==> run_1/cell_classes.png <==
Fill, decap, tap and diode cells in gray.
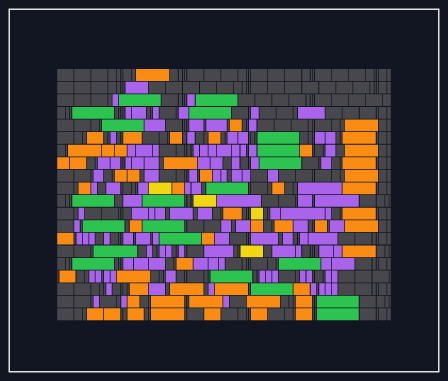
==> run_1/met2.png <==
Cells faint in the background.
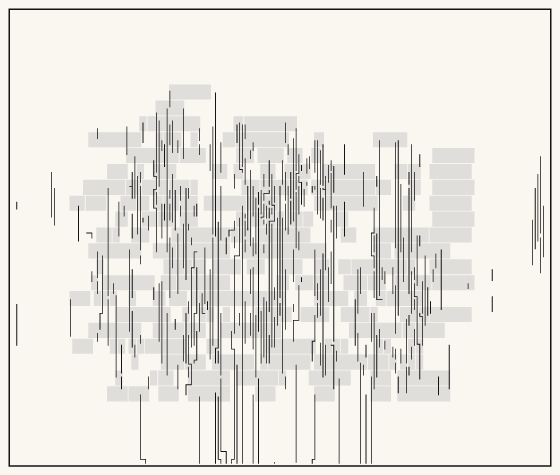
==> run_1/met3.png <==
Scale bar: 20 microns.
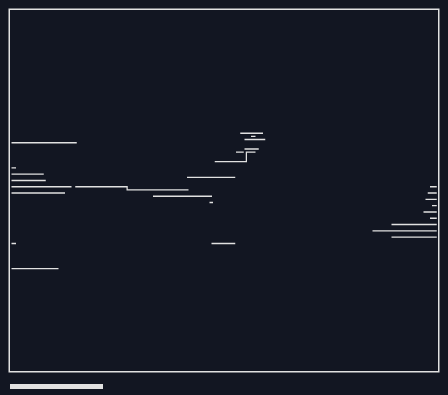
==> src/rtl/mem_fill_pkg.sv <==
// Shared definitions for the memory fill engine.
//   state_e   : controller states (IDLE, FILL, DONE)
//   MODE_*    : fill pattern select encodings
package mem_fill_pkg;

  localparam int unsigned MODE_W = 2;

  typedef enum logic [1:0] {
    IDLE = 2'd0,
    FILL = 2'd1,
    DONE = 2'd2
  } state_e;

  localparam logic [MODE_W-1:0] MODE_IDENT = 2'b00;
  localparam logic [MODE_W-1:0] MODE_DESC  = 2'b01;
  localparam logic [MODE_W-1:0] MODE_CONST = 2'b10;
  localparam logic [MODE_W-1:0] MODE_XOR   = 2'b11;

endpackage

==> src/rtl/mem_fill_pat.sv <==
// Combinational fill-pattern generator.
//   addr     in  : current write address
//   mode     in  : pattern select (MODE_*)
//   fill_val in  : constant / XOR operand
//   wrdata   out : pattern word, truncated or zero-extended to DATA_W
module mem_fill_pat
  import mem_fill_pkg::*;
#(
  parameter int unsigned ADDR_W = 8,
  parameter int unsigned DATA_W = 8
) (
  input  logic [ADDR_W-1:0] addr,
  input  logic [MODE_W-1:0] mode,
  input  logic [DATA_W-1:0] fill_val,
  output logic [DATA_W-1:0] wrdata
);

  // DEPTH-1-addr is the bitwise inverse of addr; invert at ADDR_W before resizing
  // so zero-extension does not pull in inverted upper bits.
  logic [ADDR_W-1:0] addr_inv;
  assign addr_inv = ~addr;

  always_comb begin
    wrdata = '0;
    case (mode)
      MODE_IDENT: wrdata = DATA_W'(addr);
      MODE_DESC:  wrdata = DATA_W'(addr_inv);
      MODE_CONST: wrdata = fill_val;
      MODE_XOR:   wrdata = DATA_W'(addr) ^ fill_val;
      default:    wrdata = '0;
    endcase
  end

endmodule

==> src/rtl/mem_fill.sv <==
// Memory fill engine: on a start request writes all 2**ADDR_W words with a
// selected pattern, one word per unstalled cycle, then pulses done.
//   clk, rst       : clock, asynchronous active-high reset
//   en             : start request, accepted only while rdy
//   mode, fill_val : pattern select and operand, latched with en
//   stall          : memory port busy, suspends writes
//   rdy            : idle, ready for en
//   done           : one-cycle pulse after the final write
//   addr, wrdata   : write address and data
//   wren           : write strobe
module mem_fill
  import mem_fill_pkg::*;
#(
  parameter int unsigned ADDR_W = 8,
  parameter int unsigned DATA_W = 8
) (
  input  logic              clk,
  input  logic              rst,
  input  logic              en,
  input  logic [1:0]        mode,
  input  logic [DATA_W-1:0] fill_val,
  input  logic              stall,
  output logic              rdy,
  output logic              done,
  output logic [ADDR_W-1:0] addr,
  output logic [DATA_W-1:0] wrdata,
  output logic              wren
);

  localparam int unsigned CNT_W = ADDR_W + 1;
  localparam logic [CNT_W-1:0] CNT_LAST = {1'b0, {ADDR_W{1'b1}}};

  state_e            state_q;
  logic [CNT_W-1:0]  cnt_q;
  logic [MODE_W-1:0] mode_q;
  logic [DATA_W-1:0] fill_q;
  logic [DATA_W-1:0] pat_data;
  logic              in_fill;

  // Controller: state, write counter and latched request parameters.
  always_ff @(posedge clk or posedge rst) begin
    if (rst) begin
      state_q <= IDLE;
      cnt_q   <= '0;
      mode_q  <= MODE_IDENT;
      fill_q  <= '0;
    end else begin
      case (state_q)
        IDLE: begin
          if (en) begin
            mode_q  <= mode;
            fill_q  <= fill_val;
            cnt_q   <= '0;
            state_q <= FILL;
          end
        end
        FILL: begin
          // Counter only advances on cycles that actually write.
          if (!stall) begin
            cnt_q <= cnt_q + CNT_W'(1);
            if (cnt_q == CNT_LAST) begin
              state_q <= DONE;
            end
          end
        end
        DONE: state_q <= IDLE;
        default: state_q <= IDLE;
      endcase
    end
  end

  mem_fill_pat #(
    .ADDR_W (ADDR_W),
    .DATA_W (DATA_W)
  ) u_pat (
    .addr     (cnt_q[ADDR_W-1:0]),
    .mode     (mode_q),
    .fill_val (fill_q),
    .wrdata   (pat_data)
  );

  // Outputs decode registered state; stall gates the strobe directly so the
  // memory port sees no write in a busy cycle.
  assign in_fill = (state_q == FILL);
  assign rdy     = (state_q == IDLE);
  assign done    = (state_q == DONE);
  assign wren    = in_fill & ~stall;
  assign addr    = in_fill ? cnt_q[ADDR_W-1:0] : '0;
  assign wrdata  = in_fill ? pat_data : '0;

endmodule

==> config.mk <==
export PLATFORM = sky130hd
export DESIGN_NAME = mem_fill
export DESIGN_NICKNAME = d
export VERILOG_FILES = /design/src/rtl/mem_fill_pkg.sv /design/src/rtl/mem_fill_pat.sv /design/src/rtl/mem_fill.sv
export SDC_FILE = /design/constraint.sdc
export NUM_CORES = 1
export LEC_CHECK = 0
export CORE_ASPECT_RATIO = 0.8
export CORE_MARGIN = 10
export CORE_UTILIZATION = 30
export CTS_BUF_LIST = sky130_fd_sc_hd__clkbuf_4 sky130_fd_sc_hd__clkbuf_8
export CTS_CLUSTER_DIAMETER = 150
export DETAILED_ROUTE_END_ITERATION = 10
export GPL_TIMING_DRIVEN = 1
export SYNTH_ARGS = -nofsm -noshare
export SYNTH_HDL_FRONTEND = slang
export SYNTH_SLANG_ARGS = --single-unit
==> constraint.sdc <==
create_clock -name clk -period 1.74 [get_ports clk]
set_input_delay 0.174 -clock clk [delete_from_list [all_inputs] [get_ports clk]]
set_output_delay 0.174 -clock clk [all_outputs]
set_load 0.05 [all_outputs]
==> run summary, run 1 <==
Implementation numbers.

- The count of inserted antenna diode cells is 0.
- The minimum setup slack in the final design reads -0.0236 ns.
- The max-cap check violation count is 0.
- The reg-to-reg endpoint is cnt_q[4]$_DFFE_PP0P_.
- The required time at the worst endpoint is listed as 1.57 ns.
- Once layout is complete, the cells apart from fillers number 257.
- In the final design database the tool counted 219 nets.
- The distinct cell type count of the synthesized netlist reads 30.
- The flow ran to the end, but the final reports show violations.
- The main area contributors are sky130_fd_sc_hd__dfrtp_1, sky130_fd_sc_hd__nand2_1, sky130_fd_sc_hd__nand2b_1, sky130_fd_sc_hd__and2_1, sky130_fd_sc_hd__o21ai_0.
- For reference, the critical path is launched at mode_q[1]$_DFFE_PP0P_.
- Detailed routing placed a total of 2000 microns of wire on met2.
- After synthesis, the chip area reported by Yosys is about 0.0013 sq mm.
- The total cells reported by yosys after synthesis is 153.
- The first global-routing pass estimated 6320 microns of wire.
- The count of yosys warnings during synthesis reads 0.
- The adder-cell share of the synthesized area reads a little under 2%.
- The async set-reset flop share out of synthesis reads 100%.
- The final reports fail on setup timing.
- Before antenna repair, the detailed router went through 4 iterations.
- The final routed DRC violation total reads 0.
- The type of the tightest min-delay check reads primary input to asynchronous set/reset pin.
- The stage-log warning count is 28.
- Setup slack on the worst reg-to-reg path comes out at around 0.12 ns.
- The sum of routed wire segments on met1 is 1780 microns.
- The area of the mapped netlist is 0.00126 sq mm.
- TritonCTS built the clock tree.
- Counting instances in the post-synthesis netlist gives the leading cell types as sky130_fd_sc_hd__nand2_1, sky130_fd_sc_hd__dfrtp_1, sky130_fd_sc_hd__nand2b_1, sky130_fd_sc_hd__o21ai_0.
- The core occupancy in the finished layout reads 56.0%.
- Once iteration 0 of detailed routing completed, the report listed 69 DRC markers.
- The most numerous logic cell after layout is sky130_fd_sc_hd__nand2_1.
- The number of global-route vias before repair is 1265.
- The post-synthesis mux area share reads around 1.6%.
- The final count of pins violating max slew reads 0.
- The end-of-flow timing check tallies setup violations at 5.
- The mean post-synth cell area reads 8.24 sq um.
- The launching point of the worst reg2reg path reads state_q[1]$_DFFE_PP0P_.
- The floorplan die width reads 92.5 microns.
Back to the opening pictures, cell_classes.png:
- all other logic: purple (cells 123; share of their area 41%)
- other buffers and delay cells: orange (cells 54; share of their area 32%)
- flip-flops: green (cells 21; share of their area 25%)
- clock drivers and dummy loads: yellow (cells 4; share of their area 2.3%)
Floorplan Core Area: 0.00393 sq mm
total non-filler cell area in the finished layout: 0.00220 sq mm

Back to the opening pictures, met2.png:
- nets with wire on the layer: 184
- main direction: vertical
- share of all routed wire: 50%
total vias in the final route: 1276
met2 GRT Util: 18.2%
overall routed net length: 3990 microns

Back to the opening pictures, met3.png:
- longest straight run: 13.8 microns
- main direction: horizontal
- nets with wire on the layer: 24
global routing usage on met3: 3.17%

run 1: kinds of logic (layout without fill, tap and decap cells):
logic type	after synthesis	after routing
AOI/OAI and AO/OA	30	30
xor gates and xnor gates	4	4
adders and majority gates	2	2
buffers and inverters	14	63
DFF	21	21
muxes	2	2
and+or+nand+nor	80	80
run 1: critical path, cell delays in order, from the launching register on:
cell,delay (ns)
sky130_fd_sc_hd__dfrtp_2,0.45
sky130_fd_sc_hd__buf_12,0.14
sky130_fd_sc_hd__or2_4,0.30
sky130_fd_sc_hd__a21oi_4,0.17
sky130_fd_sc_hd__a311oi_4,0.07
sky130_fd_sc_hd__buf_12,0.18
run 1: final cells by class:
class	instances	area, sq um	area share, %
multi-input cells	118	843	38.3
repair buffers	54	691	31.4
flip-flops and latches	21	527	23.9
well taps	55	68.8	3.13
clock buffers	3	41.3	1.88
inverters	5	21.3	0.967
clock inverters	1	7.51	0.341
run 1: stage by stage:
step / setup WS [ns] / setup TNS, ns / hold WS [ns] / total power, mW / area (sq um)
after floorplan: 0.0302 / 0 / 0.151 / 1.96 / 1330
after global placement: 0.0209 / 0 / 0.453 / 2.90 / 1960
after detailed placement: -0.0905 / -0.230 / 0.454 / 2.94 / 1960
after CTS: -0.00699 / -0.0111 / 0.242 / 3.38 / 2120
after global routing: -0.0635 / -0.371 / 0.265 / 3.73 / 2200
final: -0.0236 / -0.0788 / 0.231 / 3.58 / 2200
run 1: power by group:
| group | switching, mW | total, mW | internal, mW |
|---|---|---|---|
| logic | 1.27 | 2.49 | 1.22 |
| clock network | 0.172 | 0.333 | 0.162 |
| registers | 0.141 | 0.753 | 0.612 |
run 1: repair_timing:
item / CTS / global route
hold buffers: 0 / 0
setup buffers: 5 / 4
gates cloned: 1 / 0
pin swaps: 3 / 7
endpoints found under the setup margin: 8 / 11
resized: 13 / 18
==> run 1 -> run 2 <==
- CORE_UTILIZATION: 30 -> 50
- PLACE_DENSITY: unset -> 0.82
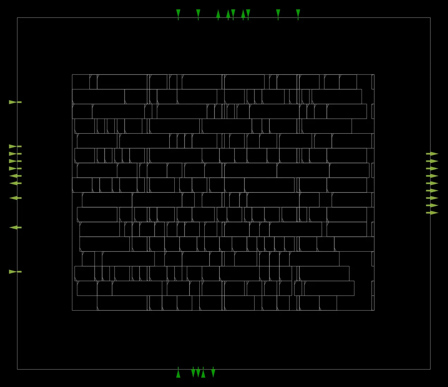
(run_2/final_placement.png)
# fillers: 120
filler-free cell count of the finished design: 239
cell row count: 16

==> run 2 against run 1 <==
  * The flow still finishes with violations (setup timing)
  * Combinational power is 2% lower
  * Non-clock buffer count rose by 1
  * Sequential share of layout area up 0.89 points
  * Total power shrank 3.5%
  * Maximum frequency down 3.2%
  * Critical path type unchanged
  * Area after synthesis unchanged
  * Critical endpoint is now wrdata[7]
  * Worst setup slack worse by 0.059 ns
  * Sequential power up 4.1%
==> run summary, run 2 <==
Implementation numbers.

- The async set-reset flop share out of synthesis is 100%.
- The reported clock group power is 0.239 mW.
- For reference, the top cells by area after synthesis are sky130_fd_sc_hd__dfrtp_1, sky130_fd_sc_hd__nand2_1, sky130_fd_sc_hd__nand2b_1, sky130_fd_sc_hd__and2_1, sky130_fd_sc_hd__o21ai_0.
- Combinational cells account for between 70% and 80% of the total power.
- The switching fraction of total power is 46.7%.
- The clock tree from TritonCTS is built.
- The sequential fraction of design power reads ~23%.
- The synthesis run shows the most used standard cells to be sky130_fd_sc_hd__nand2_1, sky130_fd_sc_hd__dfrtp_1, sky130_fd_sc_hd__nand2b_1, sky130_fd_sc_hd__o21ai_0.
- The met2 track demand over resource in global routing is roughly 33%.
- The flow ran to the end, but the final reports show violations.
- The type of the tightest min-delay check is primary input to asynchronous set/reset pin.
- The total cells reported by yosys after synthesis reads 153.
- Per the detail_route log, met2 wirelength is 2370 microns.
- The OpenROAD report gives the critical path a required time of 1.57 ns.
- The number of global-route vias before repair reads ~1400.
- The count of yosys warnings during synthesis reads 0.
- Prior to clock tree synthesis, the placed netlist has a worst setup slack of -0.0545 ns.
- The floorplan die width reads roughly 76 microns.
- Before any placement, the netlist area is recorded as 0.00126 sq mm.
- The script extracted a net switching power of 1.61 mW.
- The count of inserted antenna diode cells reads 0.
- The combinational group power is about 2.4 mW.
- The tool warning count for the run is 28.
- The core occupancy in the finished layout reads 88.2%.
- The count of buffers added by post-CTS timing repair for setup reads 10.
- The total setup violations reported at the end of the flow is 7.
- The final clock period utilization by the worst path is 105%.
- The final count of pins violating max slew is 0.
- The post-synth area from yosys stat is 0.00126 sq mm.
- Per the log, the first TritonRoute iteration ended with a DRC count of 142.
- The internal power of the cells is between 1.5 and 2 mW.
- Per the TritonCTS log, the buffer count is 3.
- Routing resource usage on met3 recorded by global route was 5.37%.
- The minimum setup slack in the final design reads -0.0824 ns.
- The sum of internal, switching and leakage power reads 3.45 mW.
- Looking at the group totals, the largest power group turns out to be combinational cells.
- The launching point of the worst reg2reg path reads state_q[0]$_DFFE_PP0P_.
- The reg-to-reg endpoint is cnt_q[7]$_DFFE_PP0P_.
- The checks that failed: setup timing.
- The iteration count of the initial detailed-routing pass reads 5.
- The most numerous logic cell after layout is sky130_fd_sc_hd__nand2_1.
- The mean post-synth cell area is 8.24 sq um.
- Across all register-to-register paths, the minimum setup slack is 0.05 ns.
- The power report attributes to the clock group a share of 6.9%.
- The first global-routing pass estimated 7260 microns of wire.
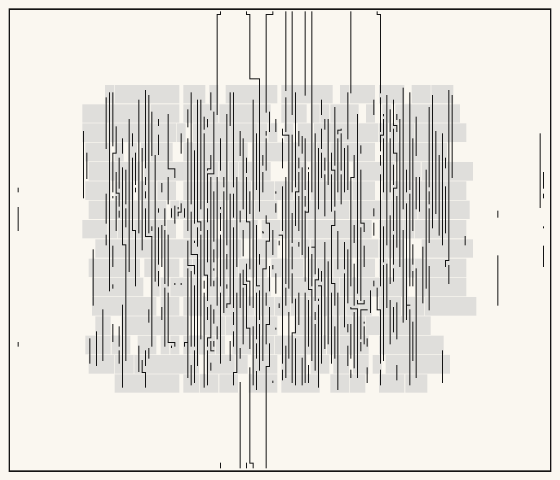
(run_2/met2.png)
Cells faint in the background.
- main direction: vertical
- longest straight run: 29.2 microns
- wire length on this layer: 2370 microns
- nets with wire on the layer: 202
- share of all routed wire: 50%
total vias in the final route: 1432
overall routed net length: 4760 microns

[run 2: cell counts after synthesis]
Identical to the previous run, type by type.
[run 2: cell families after synthesis]
group	Yosys count	synth area share (%)
AOI/OAI and AO/OA	30	16.1
xor gates and xnor gates	4	2.78
adders and majority gates	2	1.99
buffers and inverters	14	4.27
DFF	21	41.7
muxes	2	1.59
and+or+nand+nor	80	31.6
[run 2: critical path, cell delays in order (launching register included)]
cell and delay [ns]:
sky130_fd_sc_hd__dfrtp_2 0.49, sky130_fd_sc_hd__nand2b_1 0.22, sky130_fd_sc_hd__a21oi_1 0.15, sky130_fd_sc_hd__a311oi_4 0.30, sky130_fd_sc_hd__buf_12 0.18
[run 2: layout make-up]
class | count | area, sq um
Fill cell | 120 | 287
Multi-Input combinational cell | 118 | 835
Tap cell | 36 | 45.0
Clock buffer | 3 | 22.5
Inverter | 5 | 23.8
Timing Repair Buffer | 55 | 674
Sequential cell | 21 | 531
Clock inverter | 1 | 5.00
[run 2: stage by stage]
step / area [sq um] / hold slack, ns / setup TNS, ns
3_5_place_dp: 1920 / 0.454 / -0.101
6_report: 2140 / 0.184 / -0.281
3_3_place_gp: 1920 / 0.450 / -0.0591
2_1_floorplan: 1330 / 0.151 / 0
5_1_grt: 2140 / 0.190 / -0.913
4_1_cts: 2090 / 0.182 / -0.132
[run 2: how the worst max path moves through the flow]
stage | from | endpoint | slack, ns
finish | mode_q[1]$_DFFE_PP0P_ | wrdata[7] | -0.08
global route | mode_q[1]$_DFFE_PP0P_ | wrdata[7] | -0.14
CTS | state_q[1]$_DFFE_PP0P_ | wrdata[2] | -0.04
detailed placement | stall | cnt_q[6]$_DFFE_PP0P_ | -0.05
global placement | stall | cnt_q[6]$_DFFE_PP0P_ | -0.06
floorplan | mode_q[0]$_DFFE_PP0P_ | wrdata[7] | 0.03
==> run 2 -> run 3 <==
- ABC_CLOCK_PERIOD_IN_PS: unset -> 1740
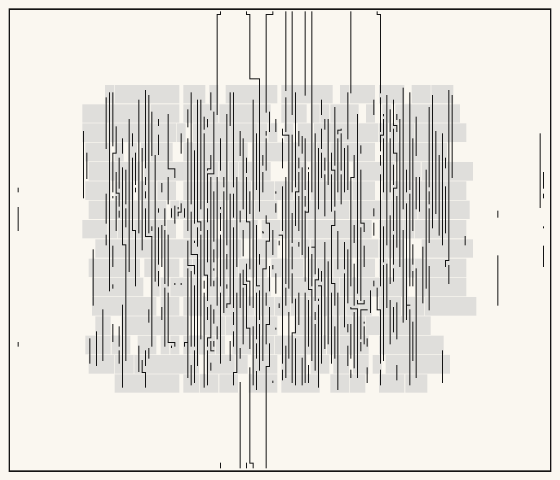
(run_3/met2.png)
Cells faint in the background.
- nets with wire on the layer: 202
- wire length on this layer: 2370 microns
- main direction: vertical
met2 GRT Util: 32.5%

==> run 3 against run 2 <==
  * The flow still finishes with violations (setup timing)
  * Worst setup slack unchanged
  * Count of clock-buffer cells in the layout unchanged
  * Core utilization unchanged
  * Highest routed layer unchanged
  * Sequential power about the same
  * Sequential share of layout area unchanged
  * Die size unchanged
  * Total power unchanged
  * Wire length unchanged
  * Design area unchanged
==> run summary, run 3 <==
Implementation numbers.

- The number of cell rows is 16.
- The minimum setup slack in the final design is -0.0824 ns.
- The sum of negative setup slack is -0.281 ns.
- The quantity of hold-fixing buffers added after cts reads 0.
- The flow ran to the end, but the final reports show violations.
- For this run, the slowest stage of the critical path takes 0.49 ns.
- The largest individual stage delay along the critical path comes from the cell sky130_fd_sc_hd__dfrtp_2.
- The post-synthesis mux area share is around 1.6%.
- The number of global-route vias before repair is 1449.
- The first routing iteration left 142 violations.
- For this block, wires on met1 add up to 1740 microns.
- The count of nets after finishing is 220.
- The via count is about 1400.
- The combined buffer and inverter count along the critical path is 1.
- STA reports the tightest min-delay check as being of type primary input to asynchronous set/reset pin.
- The routed wire length is 4760 microns.
- After synthesis, the share of flip-flops with an asynchronous set or reset is 100%.
- The synthesized-area fraction occupied by and/or/nand/nor cells is a little under a third.
- The top cell type in the final layout, fill and taps aside, is sky130_fd_sc_hd__nand2_1.
- The area recorded from the Yosys report for this design is 0.00126 sq mm.
- The adder-cell share of the synthesized area reads 1.99%.
- The timing report lists the critical path depth as 4 cells.
- Max-cap violations in this run came to 0.
- For the worst reg-to-reg path, the startpoint reported by OpenROAD is state_q[0]$_DFFE_PP0P_.
- The sum of internal, switching and leakage power is 3.45 mW.
- The family of cells with the greatest summed delay on the critical path is flip-flops.
- The area fraction in xor and xnor cells is 2.78%.
- For reference, the top cells by count after synthesis are sky130_fd_sc_hd__nand2_1, sky130_fd_sc_hd__dfrtp_1, sky130_fd_sc_hd__nand2b_1, sky130_fd_sc_hd__o21ai_0.
- The area of the mapped netlist reads 0.00126 sq mm.
- The combinational family with the most area after synthesis reads simple AND/OR/NAND/NOR gates.
- The final report lists the setup-violating endpoint count as 7.
- The floorplan die width is ~76 microns.
- For reference, the critical path cell chain is nand2b_1 > a21oi_1 > a311oi_4 > buf_12.
- The checks that failed: setup timing.
- The iteration count of the initial detailed-routing pass reads 5.
- The final clock period utilization by the worst path reads 105%.
- In the global route stage, met3 resource usage came out at 5.37%.
- The synthesized-area fraction occupied by ao, oa, aoi and oai cells is approximately 16%.
- The number of buffers added by the clock tree synthesis step is 3.
- The number of non-filler instances in the completed layout reads 239.
- The main area contributors are sky130_fd_sc_hd__dfrtp_1, sky130_fd_sc_hd__nand2_1, sky130_fd_sc_hd__nand2b_1, sky130_fd_sc_hd__and2_1, sky130_fd_sc_hd__o21ai_0.
- The total cells reported by yosys after synthesis reads roughly 150.
- The launch point of the worst path is mode_q[1]$_DFFE_PP0P_.
- In the Yosys stats the netlist draws on 30 distinct library cells.
- The clock tree from TritonCTS is built.
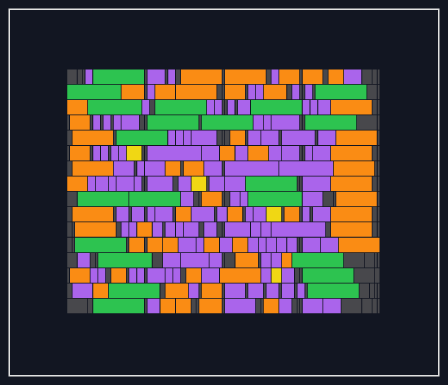
(run_3/cell_classes.png)
Fill, decap, tap and diode cells in gray.
- clock drivers and dummy loads: yellow (cells 4; share of their area 1.3%)
- flip-flops: green (cells 21; share of their area 25%)
- all other logic: purple (cells 123; share of their area 41%)
- other buffers and delay cells: orange (cells 55; share of their area 32%)
Final Util: 88.2%
fraction of area in registers: 24.8%
total non-filler cell area in the finished layout: 0.00214 sq mm
Floorplan Core Area: 0.00242 sq mm

-- run 3: cell counts in the layout (fill, tap and decap cells not counted) --
Identical to the previous run, type by type.
-- run 3: final cells by class --
cell class	count	area [sq um]
fillers	120	287
multi-input cells	118	835
flip-flops and latches	21	531
clock buffers	3	22.5
repair buffers	55	674
inverters	5	23.8
clock inverters	1	5.00
well taps	36	45.0
-- run 3: kinds of logic (layout without fill, tap and decap cells) --
family          after synthesis  in the layout
mux                           2              2
simple gates                 80             80
xor+xnor                      4              4
buf+inv                      14             64
fa+ha+maj                     2              2
flops                        21             21
compound gates               30             30
-- run 3: final timing paths --
path | slack (ns) | endpoint
max in group asynchronous | 1.32 | cnt_q[7]$_DFFE_PP0P_
max | -0.08 | wrdata[7]
min reg2reg | 0.49 | fill_q[6]$_DFFE_PP0P_
min | 0.18 | state_q[0]$_DFFE_PP0P_
min in group clk | 0.38 | fill_q[2]$_DFFE_PP0P_
max reg2reg | 0.05 | cnt_q[7]$_DFFE_PP0P_
-- run 3: worst register-to-register path, delay by kind of cell (launching register included) --
family	cells	cell delay [ns]
AND/OR/NAND/NOR	1	0.41
buffers and inverters	3	0.43
flip-flops	1	0.39
AND-OR/OR-AND	2	0.35
-- run 3: timing repair --
item	CTS	global route
setup endpoints to repair	9	17
hold endpoints to repair	0	0
pin swaps	6	6
cloned	1	0
resized	31	9
buffers inserted	10	2
-- run 3: stage by stage --
step / util (%) / instance area, sq um
floorplan: - / 1330
global route: 88.2 / 2140
detailed placement: 79.1 / 1920
global placement: 79.1 / 1920
finish: 88.2 / 2140
CTS: 86.4 / 2090
-- run 3: power by group --
group,switching (mW),leakage (nW),internal (mW)
clock network,0.153,0.0177,0.0860
registers,0.171,0.262,0.613
logic,1.29,0.669,1.14
total,1.61,0.948,1.84
No activity file was given, so power comes from the tool's default toggle rates.
